### src/rtl/vga_pkg.sv
// Shared VGA timing and colour definitions for the scan controller and the renderers.
// Defaults describe 640x480@60 Hz driven from a 100 MHz system clock.
package vga_pkg;

    localparam int VGA_CLK_DIV  = 4;

    localparam int VGA_H_ACTIVE = 640;
    localparam int VGA_H_FP     = 16;
    localparam int VGA_H_SYNC   = 96;
    localparam int VGA_H_BP     = 48;
    localparam int VGA_H_TOTAL  = VGA_H_ACTIVE + VGA_H_FP + VGA_H_SYNC + VGA_H_BP;

    localparam int VGA_V_ACTIVE = 480;
    localparam int VGA_V_FP     = 10;
    localparam int VGA_V_SYNC   = 2;
    localparam int VGA_V_BP     = 33;
    localparam int VGA_V_TOTAL  = VGA_V_ACTIVE + VGA_V_FP + VGA_V_SYNC + VGA_V_BP;

    // Inclusive sync windows in counter coordinates.
    localparam int VGA_H_SYNC_START = VGA_H_ACTIVE + VGA_H_FP;
    localparam int VGA_H_SYNC_END   = VGA_H_SYNC_START + VGA_H_SYNC - 1;
    localparam int VGA_V_SYNC_START = VGA_V_ACTIVE + VGA_V_FP;
    localparam int VGA_V_SYNC_END   = VGA_V_SYNC_START + VGA_V_SYNC - 1;

    localparam int COLOR_W = 12;
    typedef logic [COLOR_W-1:0] color_t;

    function automatic logic in_window(input logic [9:0] val,
                                       input logic [9:0] lo,
                                       input logic [9:0] hi);
        return (val >= lo) && (val <= hi);
    endfunction

endpackage

### src/rtl/vga_pixel_tick.sv
// Divides the system clock into a one-clock pixel strobe every CLK_DIV clocks.
// The first strobe appears CLK_DIV-1 clocks after reset is released.
module vga_pixel_tick #(
    parameter int CLK_DIV = 4
) (
    input  logic clk,
    input  logic rst,
    output logic p_tick_o
);

    localparam int W = $clog2(CLK_DIV);
    localparam logic [W-1:0] DIV_LAST = W'(CLK_DIV - 1);

    logic [W-1:0] div_q;
    logic [W-1:0] div_d;

    assign p_tick_o = (div_q == DIV_LAST);

    always_comb begin
        div_d = div_q + 1'b1;
        if (p_tick_o) begin
            div_d = '0;
        end
    end

    always_ff @(posedge clk) begin
        if (rst) begin
            div_q <= '0;
        end else begin
            div_q <= div_d;
        end
    end

endmodule

### src/rtl/vga_scan_ctrl.sv
// Raster-scan controller: pixel/line counters, active-area coordinates, blanked
// registered RGB, active-low syncs and a one-clock end-of-frame strobe.
module vga_scan_ctrl
    import vga_pkg::*;
#(
    parameter int CLK_DIV  = VGA_CLK_DIV,
    parameter int H_ACTIVE = VGA_H_ACTIVE,
    parameter int H_FP     = VGA_H_FP,
    parameter int H_SYNC   = VGA_H_SYNC,
    parameter int H_BP     = VGA_H_BP,
    parameter int V_ACTIVE = VGA_V_ACTIVE,
    parameter int V_FP     = VGA_V_FP,
    parameter int V_SYNC   = VGA_V_SYNC,
    parameter int V_BP     = VGA_V_BP
) (
    input  logic        clk,
    input  logic        rst,
    input  logic [11:0] color_in,
    output logic [9:0]  x,
    output logic [8:0]  y,
    output logic [3:0]  r,
    output logic [3:0]  g,
    output logic [3:0]  b,
    output logic        hs,
    output logic        vs,
    output logic        frame_end
);

    localparam logic [9:0] H_ACT  = 10'(H_ACTIVE);
    localparam logic [9:0] V_ACT  = 10'(V_ACTIVE);
    localparam logic [9:0] H_LAST = 10'(H_ACTIVE + H_FP + H_SYNC + H_BP - 1);
    localparam logic [9:0] V_LAST = 10'(V_ACTIVE + V_FP + V_SYNC + V_BP - 1);
    localparam logic [9:0] HS_LO  = 10'(H_ACTIVE + H_FP);
    localparam logic [9:0] HS_HI  = 10'(H_ACTIVE + H_FP + H_SYNC - 1);
    localparam logic [9:0] VS_LO  = 10'(V_ACTIVE + V_FP);
    localparam logic [9:0] VS_HI  = 10'(V_ACTIVE + V_FP + V_SYNC - 1);

    logic       p_tick;
    logic [9:0] h_cnt_q, h_cnt_d;
    logic [9:0] v_cnt_q, v_cnt_d;
    color_t     rgb_q, rgb_d;
    logic       hs_q, hs_d;
    logic       vs_q, vs_d;
    logic       frame_end_q, frame_end_d;
    logic       active;

    vga_pixel_tick #(
        .CLK_DIV (CLK_DIV)
    ) u_pixel_tick (
        .clk      (clk),
        .rst      (rst),
        .p_tick_o (p_tick)
    );

    assign active = (h_cnt_q < H_ACT) && (v_cnt_q < V_ACT);

    // Coordinates decode straight from registers so they hold steady for a whole pixel.
    assign x = active ? h_cnt_q : 10'd0;
    assign y = active ? v_cnt_q[8:0] : 9'd0;

    always_comb begin
        h_cnt_d = h_cnt_q;
        v_cnt_d = v_cnt_q;
        if (p_tick) begin
            if (h_cnt_q == H_LAST) begin
                h_cnt_d = '0;
                v_cnt_d = (v_cnt_q == V_LAST) ? 10'd0 : v_cnt_q + 10'd1;
            end else begin
                h_cnt_d = h_cnt_q + 10'd1;
            end
        end
    end

    // Outputs sample the pre-advance counters, so RGB and syncs trail x/y by one pixel.
    always_comb begin
        rgb_d = rgb_q;
        hs_d  = hs_q;
        vs_d  = vs_q;
        if (p_tick) begin
            rgb_d = active ? color_t'(color_in) : '0;
            hs_d  = ~in_window(h_cnt_q, HS_LO, HS_HI);
            vs_d  = ~in_window(v_cnt_q, VS_LO, VS_HI);
        end
        frame_end_d = p_tick && (h_cnt_q == H_LAST) && (v_cnt_q == V_LAST);
    end

    always_ff @(posedge clk) begin
        if (rst) begin
            h_cnt_q     <= '0;
            v_cnt_q     <= '0;
            rgb_q       <= '0;
            hs_q        <= 1'b1;
            vs_q        <= 1'b1;
            frame_end_q <= 1'b0;
        end else begin
            h_cnt_q     <= h_cnt_d;
            v_cnt_q     <= v_cnt_d;
            rgb_q       <= rgb_d;
            hs_q        <= hs_d;
            vs_q        <= vs_d;
            frame_end_q <= frame_end_d;
        end
    end

    assign {r, g, b}  = rgb_q;
    assign hs         = hs_q;
    assign vs         = vs_q;
    assign frame_end  = frame_end_q;

endmodule

### config.mk
export PLATFORM = sky130hd
export DESIGN_NAME = vga_scan_ctrl
export DESIGN_NICKNAME = d
export VERILOG_FILES = /design/src/rtl/vga_pkg.sv /design/src/rtl/vga_pixel_tick.sv /design/src/rtl/vga_scan_ctrl.sv
export SDC_FILE = /design/constraint.sdc
export NUM_CORES = 1
export LEC_CHECK = 0
export CAP_MARGIN = 20
export CORE_MARGIN = 1.5
export CORE_UTILIZATION = 43
export DETAILED_ROUTE_END_ITERATION = 16
export HOLD_SLACK_MARGIN = 0.03
export PLACE_DENSITY_LB_ADDON = 0.2
export SLEW_MARGIN = 30
export SYNTH_ARGS = -nofsm -noshare
export SYNTH_HDL_FRONTEND = slang
export SYNTH_SLANG_ARGS = --single-unit
### constraint.sdc
create_clock -name clk -period 2.2 [get_ports clk]
set_clock_uncertainty 0.2 [all_clocks]
set_input_delay 0.44 -clock clk [delete_from_list [all_inputs] [get_ports clk]]
set_output_delay 0.44 -clock clk [all_outputs]
set_load 0.02 [all_outputs]
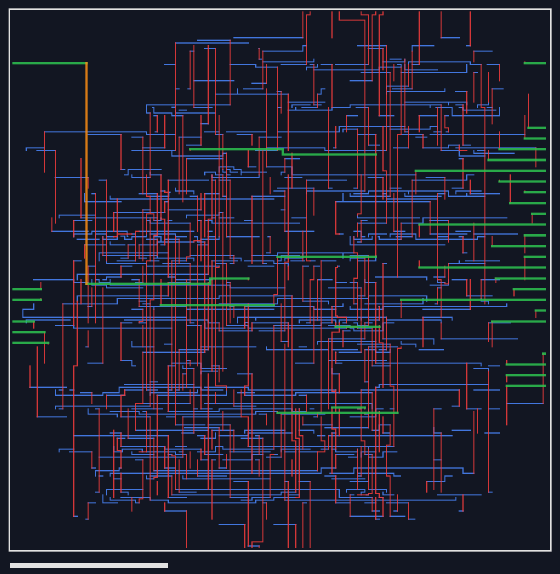
**Above:** run 1 (wiring by layer).
Bar = 20 µm.
legend:
  red:
    layer: metal 2
    wire_length: 2020 µm
  green:
    layer: metal 3
    wire_length: 269 µm
  orange:
    layer: metal 4
    wire_length: 27.9 µm
  blue:
    layer: metal 1
    wire_length: 2260 µm

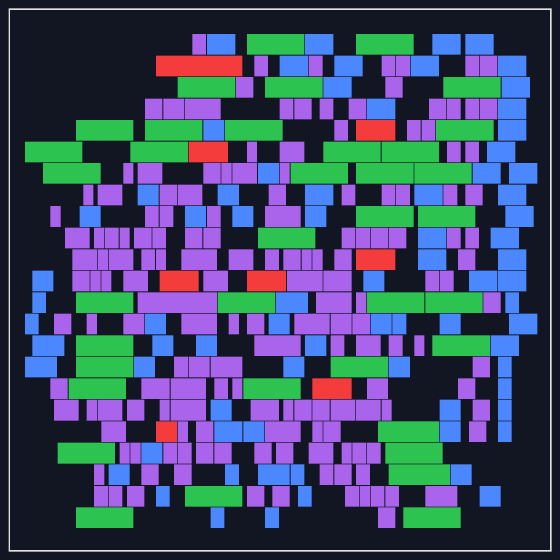
**Above:** run 1 (cells coloured by class).
legend:
  blue:
    class: other buffers and delay cells
    cells: 75
  red:
    class: clock drivers and dummy loads
    cells: 8
  green:
    class: flops
    cells: 37
  purple:
    class: combinational and other logic
    cells: 163
site row count: 23
final non-filler cell area: 2590 µm²
Core Region: 4060 µm²
flop share of the area: 28.7%

==> notes.md, run 1 <==
Notes from the flow run.

STA:
- The run gives the hold slack as 0.234 ns.
- The run puts the number of max-slew violations in the final report at 0.
- The worst pin sits at a relative slew slack of a little over two thirds.
- Setup repair after global routing left no endpoint under its margin.
- The final timing report derives a shortest allowable period of roughly 2.1 ns.
- The run gives the transition time at the pin with the least slew margin as ~0.44 ns.

Power and ir drop:
- For this design the static power due to leakage is roughly 0.96 nW.
- The run puts the part of the power in registers at 48.5%.
- The run puts the switching part of the total power at roughly 22%.
- The internal portion of the total power is around 1.1 mW.
- The run gives the share of total power in combinational logic as ~8.1%.
- Summed over all nets, the switching power comes to slightly above 300 µW.
- The run puts the worst supply voltage drop on vdd at roughly 0.00037 V.

Layout:
- The run gives the clock tree buffer count of the final layout as 6.
- The run puts the count of inverters not on the clock network in the layout at 8.
- The run puts the count of multi-input combinational gates at about 160.
- In the final layout, the multi-input gates occupy 1020 µm².
- The run gives the combinational share of cell area as around two fifths.
- After the last flow step, the layout net total stands at 301.
- Looking at the area split, the leading class of cells is combinational gates.

CTS:
- The run gives the number of buffers added for setup after CTS as 1.
- Looking at the clock tree report, the maximum root-to-sink buffer count equals 2.
- TritonCTS built the clock tree.
- The cell sitting at the root of the clock tree is a clkbuf_8.
- The run puts the number of instances resized during post-cts repair at 76.
- Hold repair after CTS inserted 0 buffers.

Global routing:
- Looking at the global route congestion table, the highest-usage layer is met2.
- The run puts the combined global-route utilization of all metal layers at between 20% and 30%.
- The run gives the met1 demand-to-capacity share in global routing as between 20% and 30%.
- The run puts the initial antenna violation count at 0.
- The run gives the number of global-route vias before repair as 1470.
- For met3 alone, demand over resource in global routing was 6.25%.

Setup path:
- The run gives the critical path capture point type as an output pin.
- The capture point of the critical path was reported as y[1].
- The worst setup path is launched from a flip-flop.
- The run gives the critical path data arrival time as between 1 and 1.5 ns.

Drt:
- The run puts the number of remaining DRC errors at 0.
- In the log, the iteration count for the first detailed-route pass is 4.
- The run gives the routed wire length on met3 as roughly 270 µm.
- The run puts the wire length on met1 at roughly 2.3 mm.
- In this run, the number of DRC markers left after iteration 0 of detailed routing was 127.
- The run puts the routed length on met2 at 2.02 mm.
- The run gives the final antenna-violating net count as 0.

Floorplan:
- The run gives the x dimension of the die as a little under 70 µm.
- The run puts the height of the die at 68.3 µm.
- Tap insertion was completed with around 50 tapcells.
- The run puts the die footprint at between 4000 and 5000 µm².

Synth:
- The run gives the count of mapped cells out of synthesis as 217.
- The main area contributors are dfxtp_1 40%, a21oi_1 5.2%, nand2b_1 5.1%.
- The run gives the yosys warning tally as 0.
- The run gives the dominant register cell as dfxtp_1.
- The run puts the post-synthesis sequential element count at 37.
- The run gives the count of instantiated cells in the yosys netlist as around 220.
- In this run, synthesis inferred 0 flip-flops with an integrated enable.
- The run puts the async set-reset flop share out of synthesis at 0%.
- In this run the mean area of a mapped cell was roughly 8.4 µm².
- The run puts the yosys stat chip area at around 1800 µm².
- The mapped netlist covers approximately 1800 µm².

Flow run:
- The tool warning count for the run is 30.

Place:
- The run puts the placer's final routability congestion estimate at between 0.8 and 0.9.
- The run puts the setup slack at placement at -0.129 ns.
- The run puts the cell area after placement at around 2500 µm².
- The run gives the total of buffers placed on input and output ports as between 40 and 50.

Run status:
- The run finished with clean final reports.

Worst hold path:
- Per the hold report, the tightest min-delay path originates at u_pixel_tick.div_q[0]$_SDFF_PP0_.
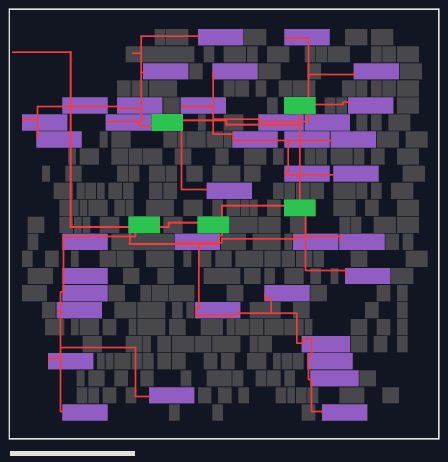
**Above:** run 1 (clock network drawn from the DEF).
Bar = 20 µm.
legend:
  purple:
    item: flip-flops
    count: 37
  green:
    item: clock drivers
    count: 5
  red:
    item: clock wires
    length: 482 µm
routed clock nets: 6
clock group share of total power: 43.4%
worst-skew pair later-pin latency: 0.29 ns
Power Clock: 619 µW

-- run 1: through the flow --
step	utilization [%]	TNS, ns	power [mW]
floorplan	-	0	0.766
global placement	61.7	-0.735	0.823
CTS	64.3	-0.0713	1.43
global route	63.9	0	1.48
finish	63.9	0	1.43
detailed placement	61.7	-1.11	0.824
-- run 1: synthesized netlist by cell type, types with 2 or more instances --
master,number
a21oi_1,19
and2_1,12
and4_1,2
buf_1,2
buf_2,5
clkbuf_1,9
dfxtp_1,37
ha_1,5
inv_1,8
nand2_1,6
nand2b_1,15
nand3_1,18
nand4_1,5
nor2_1,16
nor3_1,6
nor3b_1,2
nor4_1,10
nor4_2,2
o21ai_0,5
or2_2,2
or3_1,4
or4_1,2
xnor2_1,9
xor2_1,3
-- run 1: logic make-up after synthesis --
logic type | share of synthesized area, %
buffers and inverters | 5.87
adders and majority gates | 3.42
AOI/OAI and AO/OA | 9.29
DFF | 40.4
and+or+nand+nor | 34.7
xor gates and xnor gates | 5.74
muxes | 0.546
-- run 1: power groups by stage --
| stage | clock network (mW) | registers [mW] | logic [mW] |
|---|---|---|---|
| floorplan | 0 | 0.718 | 0.0478 |
| global placement | 0 | 0.707 | 0.116 |
| detailed placement | 0 | 0.708 | 0.116 |
| CTS | 0.627 | 0.692 | 0.116 |
| global route | 0.661 | 0.693 | 0.128 |
| finish | 0.619 | 0.692 | 0.116 |
-- run 1: sequential cells by signal (all words and copies together), names as in the netlist --
signal	count
u_pixel_tick.div_q	2
vs	1
h_cnt_q	10
frame_end	1
rgb_q	12
v_cnt_q	10
hs	1
-- run 1: worst max-delay path, cell delays in order, from the launching register on --
cell and delay (ns):
dfxtp_1 0.31, o21a_1 0.25, buf_4 0.18, nor4_1 0.16, clkdlybuf4s15_2 0.30
==> run 2, diff against run 1 <==
- CORE_ASPECT_RATIO: default -> 1.5
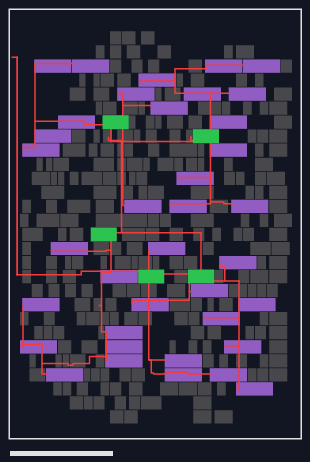
**Above:** run 2 (clock network drawn from the DEF).
Bar = 20 µm.
legend:
  purple:
    item: flip-flops
    count: 37
  red:
    item: clock wires
    length: 484 µm
  green:
    item: clock drivers
    count: 5
flops lie: all over the die
clock group share of total power: 36.4%
Power Clock: 460 µW

==> notes.md, run 2 <==
Notes from the flow run.

Setup path:
- The worst setup path is captured at an output pin.
- The highest cell delay on the worst timing path is 0.31 ns (about the same).
- The buffer-and-inverter tally for the worst setup path is 2 (unchanged).
- Looking at the critical path, the single cell with the biggest stage delay is dfxtp_1.
- The run gives the number of gates on the worst path with buffers counted as 4 (unchanged).
- The critical path data arrival time was 1.47 ns (about the same).
- The run gives the sort of element at the start of the critical path as a flip-flop.
- The critical path goes through and4_1, buf_4, nor4_2, clkdlybuf4s15_2.
- Among cell families on the critical path, the largest total delay comes from buffers and inverters.

Power and ir drop:
- Looking at the group totals, the largest power group turns out to be registers.
- The power of the sequential group was 692 µW (about the same).
- The run puts the worst supply voltage drop on vdd at 0.000536 V (+45%).
- The run puts the standby leakage power at 0.923 nW (-3.6%).
- The run gives the switching part of the total power as 23.8% (+1.9 points).
- The run gives the overall power as 1.26 mW (-11%).
- The run gives the switching component of the power as 300 µW (-3.6%).
- The run puts the total power per unit cell area at about 500 nW/µm².
- The share of total power in combinational logic came to 8.9% (+0.8 points).
- The run gives the combinational-cell power consumption as 113 µW (about the same).
- The part of the power in registers was 54.7% (+6.2 points).
- The run gives the internal power component as 964 µW (-14%).

Place:
- The run gives the placer's final routability congestion estimate as 0.860 (-3.0%).
- The run gives the total of buffers placed on input and output ports as 47 (unchanged).
- The run gives the post-detailed-placement half-perimeter wirelength as approximately 3.2 mm.

Global routing:
- The met3 layer usage reported by global route is 5.30% (-0.95 points).
- The run gives the number of global-route vias before repair as 1622 (+10%).
- The global routing stage identified its most utilized layer as met2.
- The run gives the initial antenna violation count as 0 (unchanged).
- The run gives the met1 demand-to-capacity share in global routing as 20.6% (-8.6 points).
- The run puts the combined global-route utilization of all metal layers at 19.7% (-0.96 points).

Floorplan:
- The height of the die came to 82.9 µm (+21%).
- The run gives the number of tap cells inserted as 45 (-10%).
- The run gives the x dimension of the die as 56.3 µm (-18%).
- The run puts the die footprint at 4670 µm² (+0.18%).
- Before placement the cells fill 45.5% of the core.

Drt:
- The number of search-and-repair iterations in the first detailed-routing pass came to 4 (unchanged).
- The number of remaining DRC errors is 0 (unchanged).
- The run puts the routed wire length at between 4 and 5 mm.
- The run puts the final antenna-violating net count at 0 (unchanged).
- The run gives the DRC marker count from the first detailed-route iteration as 74 (-42%).

Synth:
- The run puts the post-synthesis area per instance at 8.44 µm² (unchanged).
- The run puts the simple-gate area share of the yosys netlist at 34.7% (unchanged).
- After synthesis, the most frequently instantiated cells are 37 x dfxtp_1, 19 x a21oi_1, 18 x nand3_1.
- The run puts the yosys stat chip area at 1830 µm² (unchanged).
- The synthesis run identifies the leading combinational cell family as simple AND/OR/NAND/NOR gates.
- The run gives the yosys warning tally as 0 (unchanged).
- The run puts the count of mapped cells out of synthesis at 217 (unchanged).
- The post-synthesis sequential element count is 37 (unchanged).
- The run puts the adder and majority cell fraction of the synthesized area at 3.42% (unchanged).
- Among all flip-flop cells after synthesis, the most frequent one is dfxtp_1.
- The multiplexer fraction of the synthesized cell area was 0.546% (unchanged).
- The synthesis report lists the most area-consuming cells as dfxtp_1 40%, a21oi_1 5.2%, nand2b_1 5.1%.
- The run puts the netlist area before placement at 1830 µm² (unchanged).
- The count of instantiated cells in the yosys netlist is 217 (unchanged).
- The run puts the number of enable-type register cells in the synthesized netlist at 0 (unchanged).
- The run puts the async set-reset flop share out of synthesis at 0% (unchanged).
- The run gives the most numerous cell in the Yosys netlist as dfxtp_1.
- The run puts the complex-gate fraction of the synthesized area at 9.29% (unchanged).
- The run gives the fraction of synthesized cell area in xor and xnor cells as 5.74% (unchanged).

Layout:
- The largest registers in the layout are rgb_q: 12 flops, h_cnt_q: 10 flops, v_cnt_q: 10 flops.
- Looking at the area split, the leading class of cells is combinational gates.
- The run puts the area of combinational cells with multiple inputs at 1020 µm² (-0.49%).
- The number of nets in the finished design is 299 (-0.66%).
- More flip-flops sit in one register than any other, and that register is rgb_q.
- The combinational share of cell area came to 40.0% (+0.64 points).
- The run puts the count of multi-input combinational gates at 155 (unchanged).
- The run puts the antenna diode instance count at 0.
- The run gives the combined flip-flop and latch cell area as approximately 740 µm².
- The clock tree buffer count of the final layout came to 6 (unchanged).
- The run gives the most instantiated logic cell after routing as dfxtp_1.
- The run gives the count of inverters not on the clock network in the layout as 8 (unchanged).
- The run gives the number of flip-flops under the largest register name as 12 (unchanged).

STA:
- The run gives the minimum period implied by the final worst setup slack as 2.11 ns (-0.00980 ns).
- Setup repair after global routing left no endpoint under its margin.
- The run puts the transition time at the pin with the least slew margin at 0.403 ns (-0.0381 ns).
- The run puts the worst-case headroom to the max-slew limit at 72.9% (+2.5 points).
- The run puts the number of max-slew violations in the final report at 0 (unchanged).

Worst hold path:
- Checking hold timing, the worst path is listed with class flip-flop to flip-flop.

CTS:
- The run gives the root buffer cell as clkbuf_8.
- The run gives the insertion delay to the later sink of the worst-skew pair as 0.29 ns (about the same).
- Per the post-CTS timing run, clock transition at the registers of the reported paths is 0.07 ns.
- The run gives the CTS sink count as 37.
- Clock tree synthesis inserted a total of 5 buffers.
- TritonCTS built the clock tree.
- The deepest clock path buffer count came to 2 (unchanged).
- The run gives the number of hold-repair buffers added at the cts stage as 0 (unchanged).

Run status:
- The run finished with clean final reports.

Flow run:
- The run puts the tally of OpenROAD warnings at 29 (-3.3%).
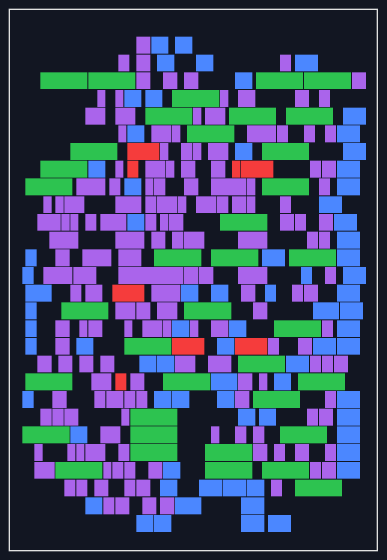
**Above:** run 2 (cells coloured by class).
legend:
  blue:
    class: other buffers and delay cells
    cells: 73
  purple:
    class: combinational and other logic
    cells: 163
  red:
    class: clock drivers and dummy loads
    cells: 8
  green:
    class: flops
    cells: 37
flop share of the area: 29.2%
site row count: 28
Core Region: 4030 µm²

run 2: cell count changes in the layout (fill, tap and decap cells not counted), sizes merged:
cell / before / now
clkinv: 0 / 2
bufinv: 1 / 0
clkdlybuf4s15: 2 / 1
buf: 45 / 44
clkinvlp: 1 / 0
run 2: worst paths after layout:
path	slack [ns]	endpoint	startpoint
worst max-delay path	0.09	x[8]	v_cnt_q[8]$_SDFFE_PP0P_
worst min-delay path	0.22	u_pixel_tick.div_q[0]$_SDFF_PP0_	u_pixel_tick.div_q[0]$_SDFF_PP0_
worst max register to register	0.13	v_cnt_q[8]$_SDFFE_PP0P_	h_cnt_q[1]$_SDFFE_PP0P_
worst min register to register	0.22	u_pixel_tick.div_q[0]$_SDFF_PP0_	u_pixel_tick.div_q[0]$_SDFF_PP0_
run 2: worst register-to-register path, cell delays in order, from the launching register on:
cell and delay (ns):
dfxtp_1 0.38, ha_2 0.23, nand3_1 0.12, or4_4 0.57, or3_1 0.36, a21oi_1 0.15
run 2: per-stage QoR:
stage          worst slack [ns]  utilization, %  area, µm²  hold slack, ns  TNS (ns)
3_3_place_gp            -0.0409            61.4       2470           0.212    -0.305
6_report                 0.0878            63.0       2540           0.222         0
4_1_cts                 0.00434            62.5       2520           0.226         0
2_1_floorplan            0.0411               -       1840           0.198         0
3_5_place_dp             -0.100            61.4       2470           0.210     -1.01
5_1_grt                 0.00232            63.0       2540           0.265         0
run 2: routing by layer:
| layer | routed length, µm | vias to the layer above |
|---|---|---|
| met1 | 1760 | 782 |
| li1 | - | 878 |
| met2 | 2250 | 51 |
| met5 | 0 | - |
| met4 | 148 | 0 |
| met3 | 261 | 11 |
run 2: timing repair:
item                       4_1_cts  5_1_grt
setup endpoints to repair       19       20
buffers inserted                 1        0
resized                         79       22
pin swaps                        1        0
Power is estimated from default activity; no workload was simulated.
